Fig. 1: run 1, sequential cells colored by netlist name
Scale: 3 px per um. Other sequential cells in the stronger gray, the rest of the logic in the fainter gray.
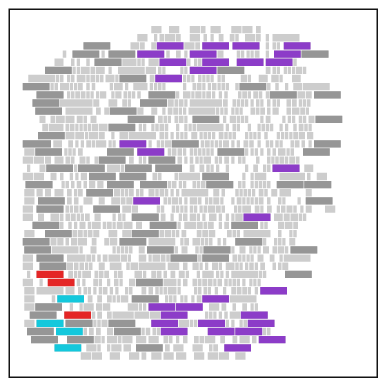
Fig. 2: run 1, drive-strength map
Scale: 4 px per um.
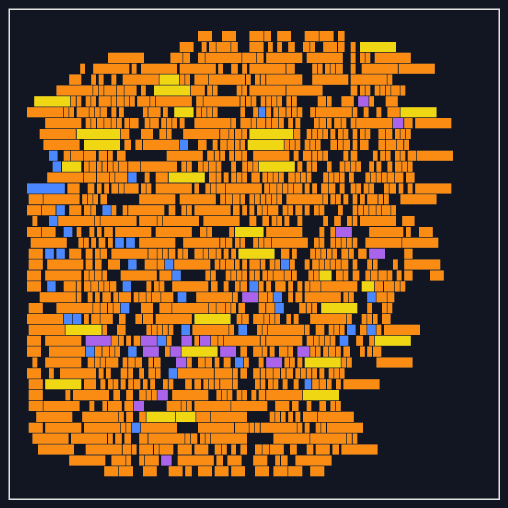
Fig. 3: run 1, routing congestion map
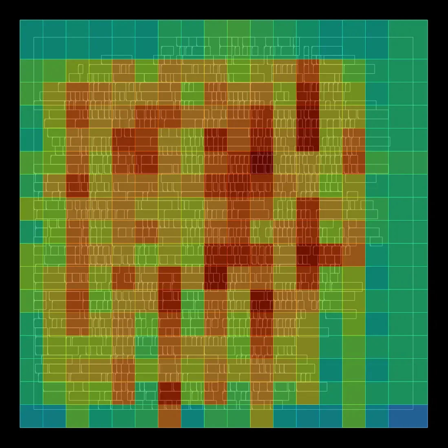
**src/rtl/qpsk_ctrl_sequencer.sv**
```systemverilog
// Run sequencer for the QPSK lab link: reset, TX warm-up, RX lock, timed BER window.
// Optional build macro CTRL_AUTO_RERUN_EN: DONE rolls straight into a fresh RUN window.
module qpsk_ctrl_sequencer #(
    parameter int unsigned RST_CYCLES    = 16,
    parameter int unsigned WARMUP_CYCLES = 64,
    parameter int unsigned LOCK_TIMEOUT  = 4096,
    parameter int unsigned NB_WIN        = 32
) (
    input  logic              clk,
    input  logic              i_reset,
    input  logic              i_src_vio,
    input  logic              i_sw_start,
    input  logic              i_sw_enable,
    input  logic [1:0]        i_sw_phase,
    input  logic              i_vio_start,
    input  logic              i_vio_enable,
    input  logic [1:0]        i_vio_phase,
    input  logic              i_rx_lock,
    input  logic [NB_WIN-1:0] i_ber_window,
    output logic              o_sys_rst,
    output logic              o_tx_en,
    output logic              o_rx_en,
    output logic [1:0]        o_phase_sel,
    output logic              o_ber_clr,
    output logic              o_ber_run,
    output logic              o_done,
    output logic              o_err,
    output logic [2:0]        o_state,
    output logic [3:0]        o_led
);

    localparam logic [2:0] S_IDLE   = 3'd0;
    localparam logic [2:0] S_RESET  = 3'd1;
    localparam logic [2:0] S_WARMUP = 3'd2;
    localparam logic [2:0] S_SYNC   = 3'd3;
    localparam logic [2:0] S_RUN    = 3'd4;
    localparam logic [2:0] S_DONE   = 3'd5;
    localparam logic [2:0] S_ERROR  = 3'd6;

    logic [3:0]        sync1_q, sync2_q;
    logic              src_q, prev_q;
    logic              start_m, en_m, start_pulse, accept;
    logic [1:0]        phase_m;
    logic [2:0]        state_q, state_d;
    logic [31:0]       cnt_q, cnt_d;
    logic [NB_WIN-1:0] win_q, win_d, win_len_q, win_len_d;
    logic [1:0]        phase_q, phase_d;
    logic              sys_rst_q, tx_en_q, rx_en_q, clr_q, run_q, done_q, err_q;

    always_comb begin
        start_m = i_src_vio ? i_vio_start  : sync2_q[0];
        en_m    = i_src_vio ? i_vio_enable : sync2_q[1];
        phase_m = i_src_vio ? i_vio_phase  : sync2_q[3:2];
    end

    // A source switch reloads the edge history, so no edge is taken that cycle
    assign start_pulse = start_m & ~prev_q & (i_src_vio == src_q);
    assign accept      = start_pulse & en_m;

    always_comb begin
        state_d   = state_q;
        cnt_d     = cnt_q + 32'd1;
        win_d     = win_q;
        win_len_d = win_len_q;
        phase_d   = phase_q;
        case (state_q)
            S_IDLE, S_ERROR: begin
                if (accept) begin
                    state_d = S_RESET;
                    phase_d = phase_m;
                end
            end
            S_RESET: begin
                if (cnt_q == RST_CYCLES - 1) state_d = S_WARMUP;
            end
            S_WARMUP: begin
                if (cnt_q == WARMUP_CYCLES - 1) state_d = S_SYNC;
            end
            S_SYNC: begin
                if (i_rx_lock)                      state_d = S_RUN;
                else if (cnt_q == LOCK_TIMEOUT - 1) state_d = S_ERROR;
            end
            S_RUN: begin
                if (!i_rx_lock) begin
                    state_d = S_SYNC;
                end else if (!run_q) begin
                    win_d = '0;
                end else begin
                    win_d = win_q + 1'b1;
                    if (win_len_q != '0 && win_d == win_len_q) state_d = S_DONE;
                end
            end
            S_DONE: begin
`ifdef CTRL_AUTO_RERUN_EN
                state_d = S_RUN;
`else
                state_d = S_IDLE;
`endif
            end
            default: state_d = S_IDLE;
        endcase
        if (!en_m && state_q != S_IDLE && state_q != S_ERROR) state_d = S_IDLE;
        if (state_d != state_q) cnt_d = '0;
        if (state_d == S_RUN && state_q != S_RUN) win_len_d = i_ber_window;
    end

    always_ff @(posedge clk or posedge i_reset) begin
        if (i_reset) begin
            sync1_q   <= '0;
            sync2_q   <= '0;
            src_q     <= 1'b0;
            prev_q    <= 1'b0;
            state_q   <= S_IDLE;
            cnt_q     <= '0;
            win_q     <= '0;
            win_len_q <= '0;
            phase_q   <= '0;
            sys_rst_q <= 1'b1;
            tx_en_q   <= 1'b0;
            rx_en_q   <= 1'b0;
            clr_q     <= 1'b0;
            run_q     <= 1'b0;
            done_q    <= 1'b0;
            err_q     <= 1'b0;
        end else begin
            sync1_q   <= {i_sw_phase, i_sw_enable, i_sw_start};
            sync2_q   <= sync1_q;
            src_q     <= i_src_vio;
            prev_q    <= start_m;
            state_q   <= state_d;
            cnt_q     <= cnt_d;
            win_q     <= win_d;
            win_len_q <= win_len_d;
            phase_q   <= phase_d;
            sys_rst_q <= (state_d == S_IDLE) || (state_d == S_RESET) ||
                         (state_d == S_ERROR);
            tx_en_q   <= (state_d == S_WARMUP) || (state_d == S_SYNC) ||
                         (state_d == S_RUN) || (state_d == S_DONE);
            rx_en_q   <= (state_d == S_SYNC) || (state_d == S_RUN) ||
                         (state_d == S_DONE);
            clr_q     <= (state_d == S_RUN) && (state_q != S_RUN);
            run_q     <= (state_d == S_RUN) && (state_q == S_RUN);
            done_q    <= (state_d == S_DONE);
            err_q     <= (state_d == S_ERROR);
        end
    end

    assign o_sys_rst   = sys_rst_q;
    assign o_tx_en     = tx_en_q;
    assign o_rx_en     = rx_en_q;
    assign o_phase_sel = phase_q;
    assign o_ber_clr   = clr_q;
    assign o_ber_run   = run_q;
    assign o_done      = done_q;
    assign o_err       = err_q;
    assign o_state     = state_q;
    assign o_led       = {err_q, run_q, rx_en_q, tx_en_q};

endmodule
```
**config.mk**
```make
export PLATFORM = sky130hd
export DESIGN_NAME = qpsk_ctrl_sequencer
export DESIGN_NICKNAME = d
export VERILOG_FILES = /design/src/rtl/qpsk_ctrl_sequencer.sv
export SDC_FILE = /design/constraint.sdc
export NUM_CORES = 1
export LEC_CHECK = 0
export ABC_AREA = 1
export CAP_MARGIN = 10
export CORE_MARGIN = 4
export CORE_UTILIZATION = 53
export DETAILED_ROUTE_END_ITERATION = 10
export PLACE_DENSITY = 0.87
export SYNTH_ARGS = -nofsm -noshare
export SYNTH_HDL_FRONTEND = slang
export SYNTH_SLANG_ARGS = --single-unit
```
**constraint.sdc**
```tcl
create_clock -name clk -period 3.9 [get_ports clk]
set_input_delay 0.78 -clock clk [delete_from_list [all_inputs] [get_ports clk]]
set_output_delay 0.78 -clock clk [all_outputs]
set_load 0.05 [all_outputs]
```
==> summary.txt, run 1 <==
status -> completed
syn_area_per_cell -> 7.23 sq um
FF+latch area -> 2950 sq um
Layout fillers -> 1048
Pins Over Slew Limit -> 0
clk sinks -> 118
CP cell instances -> nand2_1 > nor2_4 > nand2_2 > nor2_2 > nand2_1 > xor2_1 > nand2_1 > nand2_1 > nand2_1 > nor2_1 > nand3_1 > nand2_1 > nand2_2 > nand2_4 > nand2_1 > nand2_2 > nand3_4 > nor2_1
Critical Path Most Common Cell -> nand2_1
hold depth -> 0
cell area after placement -> 7620 sq um
hold crit path type -> reg2reg
Post-synth seq share -> 0.428
vias in the first global route -> 6108
share of layout cells above drive strength 1 -> 0.0826
clk_lat worst skew -> 0.42 ns
crit path DRT -> 4.24 ns
Seq pwr share -> 0.392
Multi-input comb cells -> 711
Clock Root Buffer -> clkbuf_16
setup TNS -> 0 ns
post-layout min period -> 3.17 ns
GPL Wtd Cong -> 0.920
final hold vios -> 0
tool warnings -> 26
leading area contributor after synthesis -> dfrtp_1
crit path to -> cnt_q[29]
Critical Path AT -> 3.51 ns
vias per inst -> 5.34
synthesis-stage register bit count -> 118
number of cells in Yosys stat -> 955
Ys Warns -> 0
CP startpoint -> win_q[2]
CORE AREA -> 12700 sq um
Max stage delay on crit path -> 0.43 ns
GRT Overall Usage -> 0.245
total grt overflow -> 0
H-tree depth -> 4
DRT iter0 DRCs -> 598
dpl cells -> 1169
drt drc -> 0
CP startpoint kind -> flop
max cap viols -> 0
number of signal-net buffers in the layout -> 65
Post-Route WL -> 17100 um
TritonCTS Buffers -> 17
Mapped Cells -> 955
Port Buffers -> 59
DIE HEIGHT -> 122 um
CTS Buffer Depth -> 2
logic share of the area -> 0.415
flop share of the area -> 0.359
final worst setup slack -> 0.726 ns
Psw -> 1.09 mW
critical path depth -> 18
TritonCTS clock tree -> built
main flop type -> dfrtp_1
tap cells -> 172
synthesized area -> 6900 sq um
Logic inverters -> 103
largest net degree at the start of global routing -> 86
area grow syn2layout -> 19.2%
Slew @ Worst Pin -> 0.766 ns
top cell category -> logic gates
kind of critical path -> reg2reg
# diodes -> 0
initial core utilization -> 0.545
drt pass-1 iters -> 6
Int Pwr -> 2.59 mW
Vias -> 6417
asr flop ratio synth -> 1.00
Post-synth area hogs -> dfrtp_1 (42%), nand2_1 (16%), nand3_1 (8.0%)
Placement Setup Slack -> 0.304 ns
die area -> 14900 sq um
chip area in the Yosys report -> 6900 sq um
Routed Antenna Nets -> 0
clk_skew -> 0.00847 ns
r2r endpoint -> cnt_q[29]
Clock-cell share -> 0.0733
FMAX -> 0.315 GHz
min-delay src -> sync1_q[1]
Rows -> 41
Final Cycle Share -> 0.814
CP Capture Type -> flop
first-pass GRT wire length -> 28700 um
## Picture notes: Fig. 1
Key: sync2_q = cyan [placed flops 4, where lower left]; o_state = red [placed flops 3]; win_len_q = purple [placed flops 32]
Another 79 sequential cells are not colored.

## Picture notes: Fig. 2
Key: drive 6 and up = yellow [cells 27, most used clkbuf_16]; drive 3 to 4 = purple [cells 18]; drive 2 = blue [cells 40, most used nor2_2]; drive 1 or less = orange [cells 944, most used nand2_1]

## Picture notes: Fig. 3
met3 usage: 0.0659
met2 GRT Util: 0.410
Most Crowded Layer GR: met2
Finished Core Util: 0.649
drt wl/cell: 14.3 um

run 1: metal layers:
layer / up-vias / routed length [um] / global-route usage
met3: 54 / 1030 / 0.0659
li1: 3175 / - / -
met4: 0 / 471 / 0.0861
met2: 222 / 8470 / 0.410
met5: - / 0 / 0
met1: 2966 / 7150 / 0.306
run 1: Yosys cell counts (3+ instances only):
cell type and count:
inv_1 103, xnor2_1 7, nor2_4 5, o21ai_0 12, nor4_1 4, buf_6 6, nand2_2 7, xor2_1 27
buf_4 4, nand3_1 110, o21ai_1 3, a31oi_1 3, o22ai_1 28, nor2_1 115, nor3_1 21, a21oi_1 5
nand4_1 7, clkbuf_1 10, nand3b_1 12, dfrtp_1 117, nand2_1 302, buf_2 3, nor2_2 27
run 1: kinds of logic (layout without fill, tap and decap cells):
| group | Yosys count | count (layout) | synth area share |
|---|---|---|---|
| buffers and inverters | 126 | 200 | 0.0778 |
| AND-OR/OR-AND | 51 | 51 | 0.0426 |
| flip-flops | 118 | 118 | 0.428 |
| adder cells (fa/ha/maj) | 2 | 2 | 0.00362 |
| multiplexers | 1 | 1 | 0.00145 |
| AND/OR/NAND/NOR | 622 | 622 | 0.400 |
| XOR/XNOR | 35 | 35 | 0.0466 |
run 1: power groups by stage:
stage               registers (mW)  logic, mW  clock network, mW
floorplan                     1.47      0.448                  0
global placement              1.45      0.626                  0
detailed placement            1.46      0.646                  0
CTS                           1.44      0.658               1.60
global route                  1.45      0.732               1.67
finish                        1.44      0.654               1.58
run 1: state kept, by name, summed over array words and instances (netlist names), 2 cells and up:
signal	flops
o_state	3
win_q	32
sync1_q	4
o_phase_sel	2
cnt_q	32
sync2_q	4
win_len_q	32
==> run 2: changes to the inputs <==
==> constraint.sdc (replaced) <==
create_clock -name clk -period 2.64 [get_ports clk]
set_input_delay 0.528 -clock clk [delete_from_list [all_inputs] [get_ports clk]]
set_output_delay 0.528 -clock clk [all_outputs]
set_load 0.05 [all_outputs]
Fig. 4: run 2, close-up of the layout
Window x 49 to 74, y 49 to 74 um. Cells in gray, sequential cells in the stronger gray; small squares are vias.
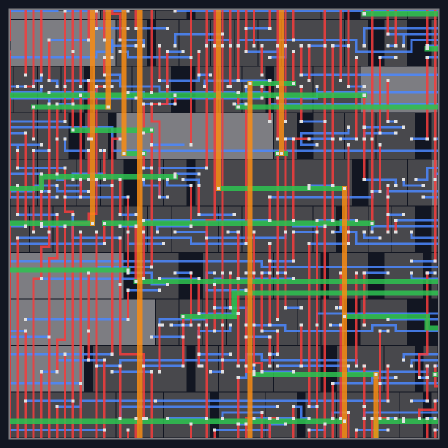
Key: met3 = green; met4 = orange; met1 = blue; met2 = red
82 logic cells have their middle in the window. Netlist names of flops here include win_q (3), win_len_q (1). Sequential cells in the window: 4. Most frequent: nand2_1 (25), buf_4 (11), inv_1 (10).

==> run 2 against run 1 <==
The flow now finishes with violations (negative setup slack); global-route usage is 3.7 points higher; synthesized cell count did not move; register-to-register slack got worse by 1.1 ns; wire length up 29%; clock skew increased by 0.0031 ns; sequential power increased by 51%; sequential share of layout area shrank 4.4 points; clock power rose by 64%; design area grew 14%; sequential cell count unchanged; worst hold slack improved by 0.0023 ns; power is 64% higher; largest power group unchanged; highest routed layer unchanged.
==> summary.txt, run 2 <==
status -> complete, but fails checks (was completed)
failing checks -> negative setup slack
largest net degree at the start of global routing -> 119 (was 86)
share of layout cells above drive strength 1 -> 0.208 (was 0.0826)
H-tree depth -> 4 (unchanged)
hold crit path type -> reg2reg (unchanged)
vias per inst -> 5.70 (was 5.34)
post-layout min period -> 3.04 ns (was 3.17 ns)
FMAX -> 0.329 GHz (was 0.315 GHz)
area grow syn2layout -> 35.7% (was 19.2%)
# hold bufs at CTS -> 0 (unchanged)
initial core utilization -> 0.545 (unchanged)
Critical Path Slowest Stage Cell -> dfrtp_1 (unchanged)
initial antenna violation count -> 0 (unchanged)
Post-DP HPWL -> 12700 um (was 11800 um)
Final setup viols -> 69 (was 0)
clock network fraction of total power -> 0.430 (was 0.431)
# diodes -> 0 (unchanged)
crit path DRT -> 3.00 ns (was 4.24 ns)
Int Pwr -> 4.18 mW (was 2.59 mW)
switch share -> 0.307 (was 0.295)
Leak -> 4.50 nW (was 3.94 nW)
seq pwr -> 2.17 mW (was 1.44 mW)
Power Clock -> 2.59 mW (was 1.58 mW)
DRT iter0 DRCs -> 832 (was 598)
Critical Path Most Common Cell -> nand2_1 (unchanged)
die area -> 14900 sq um (unchanged)
CP top delay family -> simple AND/OR/NAND/NOR gates (unchanged)
CTS Buffer Depth -> 2 (unchanged)
post-layout power -> 6.03 mW (was 3.68 mW)
met2 WL -> 11000 um (was 8470 um)
max cap viols -> 0 (unchanged)
Max-area cell share -> 0.424 (unchanged)
P per Cell Area -> 644 nW/um^2 (was 447 nW/um^2)
DR WL met3 -> 1790 um (was 1030 um)
Final Net Count -> 1146 (was 1062)
CP cell instances -> buf_4 > inv_1 > nor2_4 > nand2_4 > nor2_8 > nand2_1 > nand2_1 > nand2_1 > nand2_1 > nand2_1 > nor2_1 > nand2_1 > nor2_2 > nand3_2 > nand2_2 > nand2_2 > nand2_4 > nand2_4 > nand2_2 > nand3_4 > clkbuf_16 > nor2_1 (was nand2_1 > nor2_4 > nand2_2 > nor2_2 > nand2_1 > xor2_1 > nand2_1 > nand2_1 > nand2_1 > nor2_1 > nand3_1 > nand2_1 > nand2_2 > nand2_4 > nand2_1 > nand2_2 > nand3_4 > nor2_1)
met2 GRT Util -> 0.481 (was 0.410)
setup TNS -> -23.32 ns (was 0 ns)
critical path fanouts, max -> 9 (was 32)
final worst setup slack -> -0.398 ns (was 0.726 ns)
GPL Wtd Cong -> 0.954 (was 0.920)
clock transition at the registers of the reported paths -> 0.06 ns (about the same)
Pins Over Slew Limit -> 0 (unchanged)
relative slew slack -> 0.570 (was 0.485)
TritonCTS Buffers -> 17 (unchanged)
number of cells in Yosys stat -> 955 (unchanged)
Top Ports -> 60 (unchanged)
CP Capture Type -> flop (unchanged)
Ys Warns -> 0 (unchanged)
top power consumer group -> clock (unchanged)
drt pass-1 iters -> 7 (was 6)
Post-synth area hogs -> dfrtp_1 (42%), nand2_1 (16%), nand3_1 (8.0%) (unchanged)
vias in the first global route -> 7008 (was 6108)
leading area contributor after synthesis -> dfrtp_1 (unchanged)
DIE HEIGHT -> 122 um (unchanged)
syn_area_per_cell -> 7.23 sq um (unchanged)
Post-Route WL -> 22000 um (was 17100 um)
Most Crowded Layer GR -> met2 (unchanged)
synthesized area -> 6900 sq um (unchanged)
asr flop ratio synth -> 1.00 (unchanged)
Max stage delay on crit path -> 0.40 ns (was 0.43 ns)
Seq pwr share -> 0.360 (was 0.392)
Post-synth seq share -> 0.428 (unchanged)
routed metal-1 wire length -> 8040 um (was 7150 um)
RSZ-0062 raised after global routing -> true (was false)
Comb pwr share -> 0.210 (was 0.178)
Die W -> 122 um (unchanged)
clk sinks -> 118 (unchanged)
Psw -> 1.85 mW (was 1.09 mW)
Vias -> 7326 (was 6417)
clk_skew -> 0.0115 ns (was 0.00847 ns)
Mapped Cells -> 955 (unchanged)
Port Buffers -> 59 (unchanged)
Final Cycle Share -> 1.15 (was 0.814)
chip area in the Yosys report -> 6900 sq um (unchanged)
Peak VDD IR -> 0.846 mV (was 0.448 mV)
EDFF count, synth -> 0 (unchanged)
Buf/Inv on CP -> 3 (was 0)
tool warnings -> 30 (was 26)
Critical Path AT -> 3.40 ns (was 3.51 ns)
biggest regs -> cnt_q (32), win_len_q (32), win_q (32) (unchanged)
cell with the most instances after synthesis -> nand2_1 (unchanged)
synthesized net count -> 1001 (unchanged)
TritonCTS clock tree -> built (unchanged)
Synth top cells by count -> nand2_1 (302), dfrtp_1 (117), nor2_1 (115), nand3_1 (110), inv_1 (103) (unchanged)
final hold vios -> 0 (unchanged)
synthesis-stage register bit count -> 118 (unchanged)
distinct lib cells -> 35 (unchanged)
first-pass GRT wire length -> 32900 um (was 28700 um)
most frequent cells in the layout -> nand2_1 (269), dfrtp_1 (116), nand3_1 (105) (was nand2_1 (302), dfrtp_1 (117), nor2_1 (114))
kind of critical path -> reg2reg (unchanged)
met3 usage -> 0.0808 (was 0.0659)
drt wl/cell -> 17.1 um (was 14.3 um)
GRT Overall Usage -> 0.281 (was 0.245)
Rows -> 41 (unchanged)
DR top layer -> met4 (unchanged)
drt drc -> 0 (unchanged)
CORE AREA -> 12700 sq um (unchanged)
Slew @ Worst Pin -> 0.645 ns (was 0.766 ns)
M1 GR Usage -> 0.329 (was 0.306)
total grt overflow -> 0 (unchanged)
main flop type -> dfrtp_1 (unchanged)
P_comb -> 1.27 mW (was 0.654 mW)
CP startpoint kind -> flop (unchanged)
Clock Root Buffer -> clkbuf_16 (unchanged)
Routed Antenna Nets -> 0 (unchanged)
top logic cell by instance count in the layout -> nand2_1 (unchanged)
clk_lat worst skew -> 0.43 ns (was 0.42 ns)
-- run 2: cell types whose count changed in the layout (fill, tap and decap cells not counted), sizes merged --
| cell | previous run | this run |
|---|---|---|
| buf | 6 | 87 |
| bufinv | 2 | 5 |
| clkbuf | 22 | 21 |
| clkinv | 3 | 6 |
| clkinvlp | 4 | 2 |
-- run 2: repair_timing --
item / 4_1_cts / 5_1_grt
pin swaps: 9 / 19
gates resized: 30 / 67
setup endpoints to repair: 67 / 71
gates cloned: 3 / 3
setup buffers: 7 / 3
-- run 2: final cells by class --
type	count	area, sq um
Clock buffer	18	429
Clock inverter	14	224
Fill cell	794	3300
Inverter	103	390
Multi-Input combinational cell	711	3700
Sequential cell	118	2960
Tap cell	172	215
Timing Repair Buffer	149	1450
-- run 2: path summary, 6_finish.rpt --
kind | startpoint | endpoint | slack, ns | cells after the start
worst min-delay path | sync1_q[2] | sync2_q[2] | 0.35 | 0
worst max-delay path | win_q[0] | cnt_q[28] | -0.40 | 22
worst min register to register | sync1_q[2] | sync2_q[2] | 0.35 | 0
worst max register to register | win_q[0] | cnt_q[28] | -0.40 | 22
max in group asynchronous | i_reset | win_q[12] | 1.49 | 3
min in group asynchronous | i_reset | win_len_q[1] | 0.64 | 3
-- run 2: through the flow --
stage,area (sq um),setup slack (ns),instances,hold slack [ns],util
floorplan,6910,0.192,955,0.331,-
global placement,8190,-0.141,1240,0.332,0.647
detailed placement,8190,-0.200,1240,0.336,0.647
CTS,9060,-0.237,1281,0.350,0.715
global route,9370,-0.496,1285,0.355,0.740
finish,9370,-0.398,1285,0.347,0.740
-- run 2: cell families after synthesis --
kind of cell,share of synthesized area
mux,0.00145
fa+ha+maj,0.00362
simple gates,0.400
flops,0.428
compound gates,0.0426
buf+inv,0.0778
xor+xnor,0.0466
Power is estimated from default activity; no workload was simulated.
